File: src/rtl/calc_pkg.sv
// Shared definitions for the calculator sequencer: FSM states, LED patterns
// and the reserved (invalid) operation code.
package calc_pkg;

    typedef enum logic [2:0] {
        ST_ENTER_A = 3'd0,
        ST_ENTER_B = 3'd1,
        ST_EXEC    = 3'd2,
        ST_SHOW    = 3'd3,
        ST_ERR     = 3'd4
    } state_e;

    // Active-low LED patterns
    localparam logic [2:0] LED_ENTER_A = 3'b110;
    localparam logic [2:0] LED_ENTER_B = 3'b101;
    localparam logic [2:0] LED_RUN     = 3'b011;
    localparam logic [2:0] LED_ERR     = 3'b000;

    // All-ones op code is reserved; sliced down to the op-code width by users
    localparam int unsigned OP_MAX_W = 32;
    localparam logic [OP_MAX_W-1:0] INVALID_OP = '1;

    function automatic logic [2:0] led_for(input state_e st);
        logic [2:0] pat;
        pat = LED_ENTER_A;
        case (st)
            ST_ENTER_A: pat = LED_ENTER_A;
            ST_ENTER_B: pat = LED_ENTER_B;
            ST_EXEC:    pat = LED_RUN;
            ST_SHOW:    pat = LED_RUN;
            ST_ERR:     pat = LED_ERR;
            default:    pat = LED_ENTER_A;
        endcase
        return pat;
    endfunction

endpackage

File: src/rtl/key_debounce.sv
// Synchronizes, debounces and edge-detects one active-low push button.
// Ports: clk, rst_n (async active-low), key_raw (raw button, low = pressed),
//        press (one-cycle pulse on debounced 1->0 transition).
module key_debounce #(
    parameter int unsigned DEB_CYCLES = 16
) (
    input  logic clk,
    input  logic rst_n,
    input  logic key_raw,
    output logic press
);

    localparam int unsigned CNT_W = $clog2(DEB_CYCLES + 1);

    logic             sync1_q, sync2_q;
    logic             level_q, level_d;
    logic             press_q, press_d;
    logic [CNT_W-1:0] cnt_q, cnt_d;

    // Count consecutive samples that disagree with the accepted level;
    // any agreeing sample restarts the count.
    always_comb begin
        level_d = level_q;
        cnt_d   = '0;
        if (sync2_q != level_q) begin
            if (cnt_q == CNT_W'(DEB_CYCLES - 1)) begin
                level_d = sync2_q;
            end else begin
                cnt_d = cnt_q + CNT_W'(1);
            end
        end
        press_d = level_q & ~level_d;
    end

    always_ff @(posedge clk or negedge rst_n) begin
        if (!rst_n) begin
            sync1_q <= 1'b1;
            sync2_q <= 1'b1;
            level_q <= 1'b1;
            cnt_q   <= '0;
            press_q <= 1'b0;
        end else begin
            sync1_q <= key_raw;
            sync2_q <= sync1_q;
            level_q <= level_d;
            cnt_q   <= cnt_d;
            press_q <= press_d;
        end
    end

    assign press = press_q;

endmodule

File: src/rtl/calc_sequencer.sv
// Operand/operation entry sequencer for a calculator ALU.
// Ports: clk, rst_n (async active-low); in_number/arif operand and op
//        switches; key[1]=record, key[0]=execute (active-low); alu_done,
//        alu_err, alu_result from the ALU; op_a, op_b, op_code, alu_start to
//        the ALU; result, busy, error, led (active-low) status. All outputs
//        are registered.
module calc_sequencer
    import calc_pkg::*;
#(
    parameter int unsigned ENTER_SW   = 4,
    parameter int unsigned ALU_SW     = 4,
    parameter int unsigned RECORD     = 2,
    parameter int unsigned LED        = 3,
    parameter int unsigned DEB_CYCLES = 16,
    parameter int unsigned TIMEOUT    = 255
) (
    input  logic                  clk,
    input  logic                  rst_n,
    input  logic [ENTER_SW-1:0]   in_number,
    input  logic [ALU_SW-1:0]     arif,
    input  logic [RECORD-1:0]     key,
    input  logic                  alu_done,
    input  logic                  alu_err,
    input  logic [2*ENTER_SW-1:0] alu_result,
    output logic [ENTER_SW-1:0]   op_a,
    output logic [ENTER_SW-1:0]   op_b,
    output logic [ALU_SW-1:0]     op_code,
    output logic                  alu_start,
    output logic [2*ENTER_SW-1:0] result,
    output logic                  busy,
    output logic                  error,
    output logic [LED-1:0]        led
);

    localparam int unsigned WAIT_W = $clog2(TIMEOUT + 1);
    localparam int unsigned RES_W  = 2 * ENTER_SW;

    logic [RECORD-1:0] press;
    logic              rec_ev, exe_ev;

    for (genvar i = 0; i < int'(RECORD); i++) begin : g_key
        key_debounce #(.DEB_CYCLES(DEB_CYCLES)) u_key_debounce (
            .clk     (clk),
            .rst_n   (rst_n),
            .key_raw (key[i]),
            .press   (press[i])
        );
    end

    // Record wins when both events land in the same cycle
    assign rec_ev = press[1];
    assign exe_ev = press[0] & ~press[1];

    state_e              state_q, state_d;
    logic [ENTER_SW-1:0] op_a_q, op_a_d, op_b_q, op_b_d;
    logic [ALU_SW-1:0]   op_code_q, op_code_d;
    logic [RES_W-1:0]    result_q, result_d;
    logic [WAIT_W-1:0]   wait_q, wait_d;
    logic                alu_start_q, alu_start_d;
    logic                busy_q, busy_d, error_q, error_d;
    logic [LED-1:0]      led_q, led_d;

    // Next-state and registered-output computation
    always_comb begin
        state_d   = state_q;
        op_a_d    = op_a_q;
        op_b_d    = op_b_q;
        op_code_d = op_code_q;
        result_d  = result_q;
        wait_d    = '0;

        case (state_q)
            ST_ENTER_A: begin
                if (rec_ev) begin
                    op_a_d  = in_number;
                    state_d = ST_ENTER_B;
                end
            end
            ST_ENTER_B: begin
                if (rec_ev) begin
                    op_b_d    = in_number;
                    op_code_d = arif;
                end else if (exe_ev) begin
                    state_d = (op_code_q == INVALID_OP[ALU_SW-1:0]) ? ST_ERR : ST_EXEC;
                end
            end
            ST_EXEC: begin
                // wait_q holds the number of cycles since alu_start
                if (alu_done) begin
                    if (alu_err) begin
                        state_d = ST_ERR;
                    end else begin
                        result_d = alu_result;
                        state_d  = ST_SHOW;
                    end
                end else if (wait_q == WAIT_W'(TIMEOUT - 1)) begin
                    state_d = ST_ERR;
                end else begin
                    wait_d = wait_q + WAIT_W'(1);
                end
            end
            ST_SHOW: begin
                if (rec_ev) begin
                    op_a_d  = in_number;
                    state_d = ST_ENTER_B;
                end else if (exe_ev) begin
                    state_d = ST_EXEC;
                end
            end
            ST_ERR: begin
                if (rec_ev || exe_ev) begin
                    result_d = '0;
                    state_d  = ST_ENTER_A;
                end
            end
            default: state_d = ST_ENTER_A;
        endcase

        alu_start_d = (state_d == ST_EXEC) && (state_q != ST_EXEC);
        busy_d      = (state_d == ST_EXEC);
        error_d     = (state_d == ST_ERR);
        led_d       = LED'(led_for(state_d));
    end

    always_ff @(posedge clk or negedge rst_n) begin
        if (!rst_n) begin
            state_q     <= ST_ENTER_A;
            op_a_q      <= '0;
            op_b_q      <= '0;
            op_code_q   <= '0;
            result_q    <= '0;
            wait_q      <= '0;
            alu_start_q <= 1'b0;
            busy_q      <= 1'b0;
            error_q     <= 1'b0;
            led_q       <= LED'(LED_ENTER_A);
        end else begin
            state_q     <= state_d;
            op_a_q      <= op_a_d;
            op_b_q      <= op_b_d;
            op_code_q   <= op_code_d;
            result_q    <= result_d;
            wait_q      <= wait_d;
            alu_start_q <= alu_start_d;
            busy_q      <= busy_d;
            error_q     <= error_d;
            led_q       <= led_d;
        end
    end

    assign op_a      = op_a_q;
    assign op_b      = op_b_q;
    assign op_code   = op_code_q;
    assign result    = result_q;
    assign alu_start = alu_start_q;
    assign busy      = busy_q;
    assign error     = error_q;
    assign led       = led_q;

endmodule

File: config.mk
export PLATFORM = sky130hd
export DESIGN_NAME = calc_sequencer
export DESIGN_NICKNAME = d
export VERILOG_FILES = /design/src/rtl/calc_pkg.sv /design/src/rtl/key_debounce.sv /design/src/rtl/calc_sequencer.sv
export SDC_FILE = /design/constraint.sdc
export NUM_CORES = 1
export LEC_CHECK = 0
export CAP_MARGIN = 0
export CELL_PAD_IN_SITES_DETAIL_PLACEMENT = 1
export CELL_PAD_IN_SITES_GLOBAL_PLACEMENT = 1
export CORE_MARGIN = 8
export CORE_UTILIZATION = 36
export CTS_BUF_LIST = sky130_fd_sc_hd__clkbuf_16
export DETAILED_ROUTE_END_ITERATION = 10
export PLACE_DENSITY_LB_ADDON = 0.12
export SETUP_SLACK_MARGIN = 0.5
export SKIP_LAST_GASP = 1
export SYNTH_ARGS = -nofsm -noshare
export SYNTH_HDL_FRONTEND = slang
export SYNTH_SLANG_ARGS = --single-unit
File: constraint.sdc
create_clock -name clk -period 1.6 [get_ports clk]
set_input_delay 0.24 -clock clk [delete_from_list [all_inputs] [get_ports clk]]
set_output_delay 0.24 -clock clk [all_outputs]
set_load 0.02 [all_outputs]
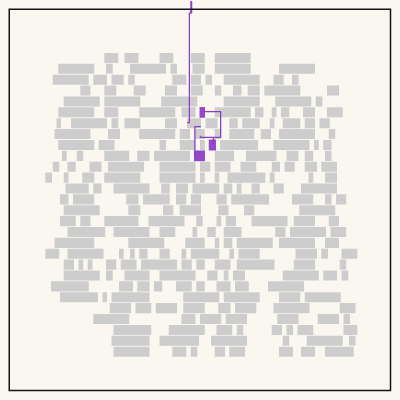
**Above:** port wiring.
Scale: 4 px per um.
- purple: alu_err (bits 1; direction input; end cells 3; buffers 2; wire 56.2 um)
Port Buffer Count: 47
I/O Pins: 48

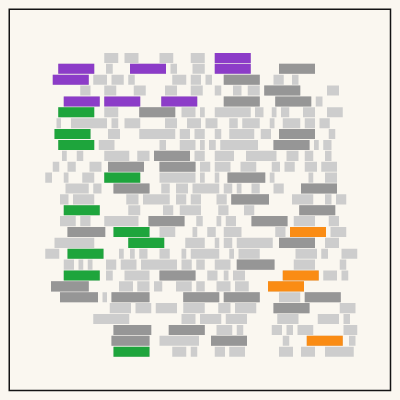
**Above:** where the registers sit.
Scale: 4 px per um. Other sequential cells in the stronger gray, the rest of the logic in the fainter gray.
- green: g_key.u_key_debounce.cnt_q (flops 10)
- orange: op_b (flops 4)
- purple: result (flops 8)
- not colored: 33
sequential power: 1430 uW
Seq area share: 40.4%
final core utilization: 57.3%
Sequential cell area: 1390 sq um

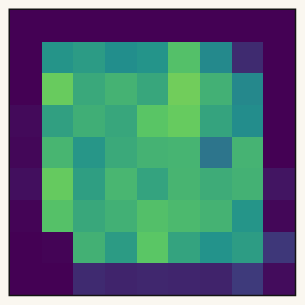
**Above:** placement density heat map.
Scale: 3 px per um. The die is cut into 9 by 9 equal tiles; dark purple is low, yellow is high, 0 to 100% covered.
- emptiest ninth of the die: top right
- densest ninth of the die: middle
- nearly empty tiles: 27%
core box area: 5990 sq um
FP Util: 37.4%

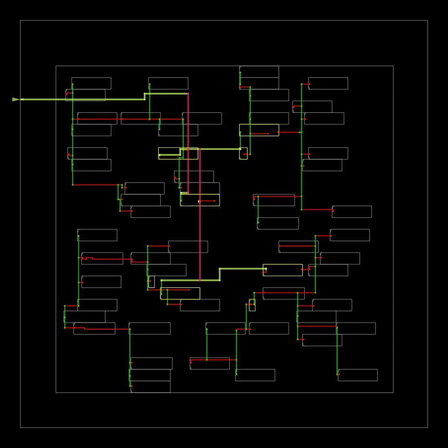
**Above:** the clock network.
P_clk: 1010 uW
number of buffers created by CTS: 5
clk ins delay skew pair: 0.29 ns
Fin Clk Skew: 0.00403 ns

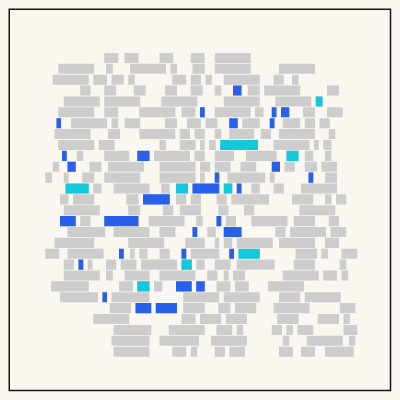
**Above:** gate-type map.
Scale: 4 px per um.
- blue: nor cells (cells 30)
- cyan: aoi and oai cells (cells 9)
Finished Layout Cells: 335
combinational share of cell area: 32.0%
Top cell excl fill/tap: dfrtp_1

==> flow_summary_export.csv <==
group,metric,value,unit
timing,fin_ws,0.0287,ns
routing,route.detailed.drc,0,
timing,hold_violations,0,
logic_synthesis,ys_seq_share,61.8,%
timing,timing.hold.ws,0.358,ns
timing,setup_tns,0,ns
grt,use_met3,3.17,%
setup_path,startpoint,"state_q[0]",
grt,antenna_found_initial,0,
floorplanning,die_area,9010,sq um
setup_path,crit_end,"alu_start",
cells_and_area,numSequentialCells,55,
logic_synthesis,flop_cell,"dfrtp_1",
power,p_comb_share,5.7,%
logic_synthesis,synth.top_cell.area_share,52.4,%
cells_and_area,fin_area,3430,sq um
logic_synthesis,muxShareOfSynthArea,7.03,%
placement,dpl.hpwl,4030,um
power,power_switching,525,uW
routing,via_per_inst,4.96,
logic_synthesis,simple_gate_share,15.3,%
routing,dr_wl_met2,3360,um
grt,grt_pass1_wl,9480,um
power,internal_power,2070,uW
grt,use_met1,14.5,%
cells_and_area,final_cell_mix,"dfrtp_1, buf_4, clkdlybuf4s50_1, buf_2, nor2_1",
run,warning_count,30,
power,clockPowerShare,38.9,%
clocking,post_cts_buffers,8,
cells_and_area,n_all_inverters,4,
setup_path,rrSetupSlack,0.03,ns
grt,grt_pass1_vias,1888,
logic_synthesis,synth_cell_types,37,
logic_synthesis,ys_sh_xor,4.68,%
min_path,min_to,"g_key[1].u_key_debounce.sync2_q",
setup_path,worstReg2RegEnd,"alu_start",
power,ir_worst_vdd,0.430,mV
logic_synthesis,yosys.area.top_type,"dfrtp_1",
floorplanning,die_h,94.9,um
placement,place_area,2960,sq um
setup_path,r2r_cells,4,
clocking,ctsHoldBuffers,1,
logic_synthesis,ys_cells,173,
logic_synthesis,synth_area,2240,sq um
cells_and_area,n_fill_cell,613,
cells_and_area,nNonClkBuffers,83,
floorplanning,num_rows,28,
setup_path,required,1.81,ns
clocking,clkSinkCount,55,
clocking,cts_max_level,2,
placement,dp.cells,307,
cells_and_area,drive_gt1_share,47.7,%
setup_path,slowest_stage,"or4b_4",
cells_and_area,insertedDiodeCount,0,
routing,ant_nets,0,
timing,fmax,636,MHz
grt,grt_max_degree,56,
cells_and_area,clock_cell_area_share,4.01,%
routing,met1_length,2310,um
setup_path,cp_num_buf_inv,0,
cells_and_area,largest_cell_class,"flip-flops and latches",
placement,place_ws,-0.294,ns
setup_path,crit_path_start_kind,"register",
power,power_leakage,0.00162,uW
timing,slew_viol_final,0,
logic_synthesis,top_cell,"dfrtp_1",
setup_path,cp_data_arrival_time,1.78,ns
run_status,status,"completed",
clocking,clockBufferDepth,2,
logic_synthesis,ys_sh_adder,2.23,%
logic_synthesis,synth.avg_cell_area,13.0,sq um
clocking,cts_root_buffer,"clkbuf_16",
setup_path,r2r_start,"state_q[0]",
logic_synthesis,synth-edff-count,0,
run,drv_cap,0,
logic_synthesis,syn_nets,199,
timing,setup_viol,0,
min_path,hold_depth,0,
logic_synthesis,ys_top_cells_by_count,"dfrtp_1, nor2_1, mux2_2, xor2_1, nand3_1",
floorplanning,n_tap_cell,75,
floorplanning,die_w,94.9,um
power,power_density,755,nW/um^2
logic_synthesis,ys.warnings.count,0,
cells_and_area,fin_nets,285,
setup_path,path_max_fanout,5,
Power and IR drop assume default switching activity.
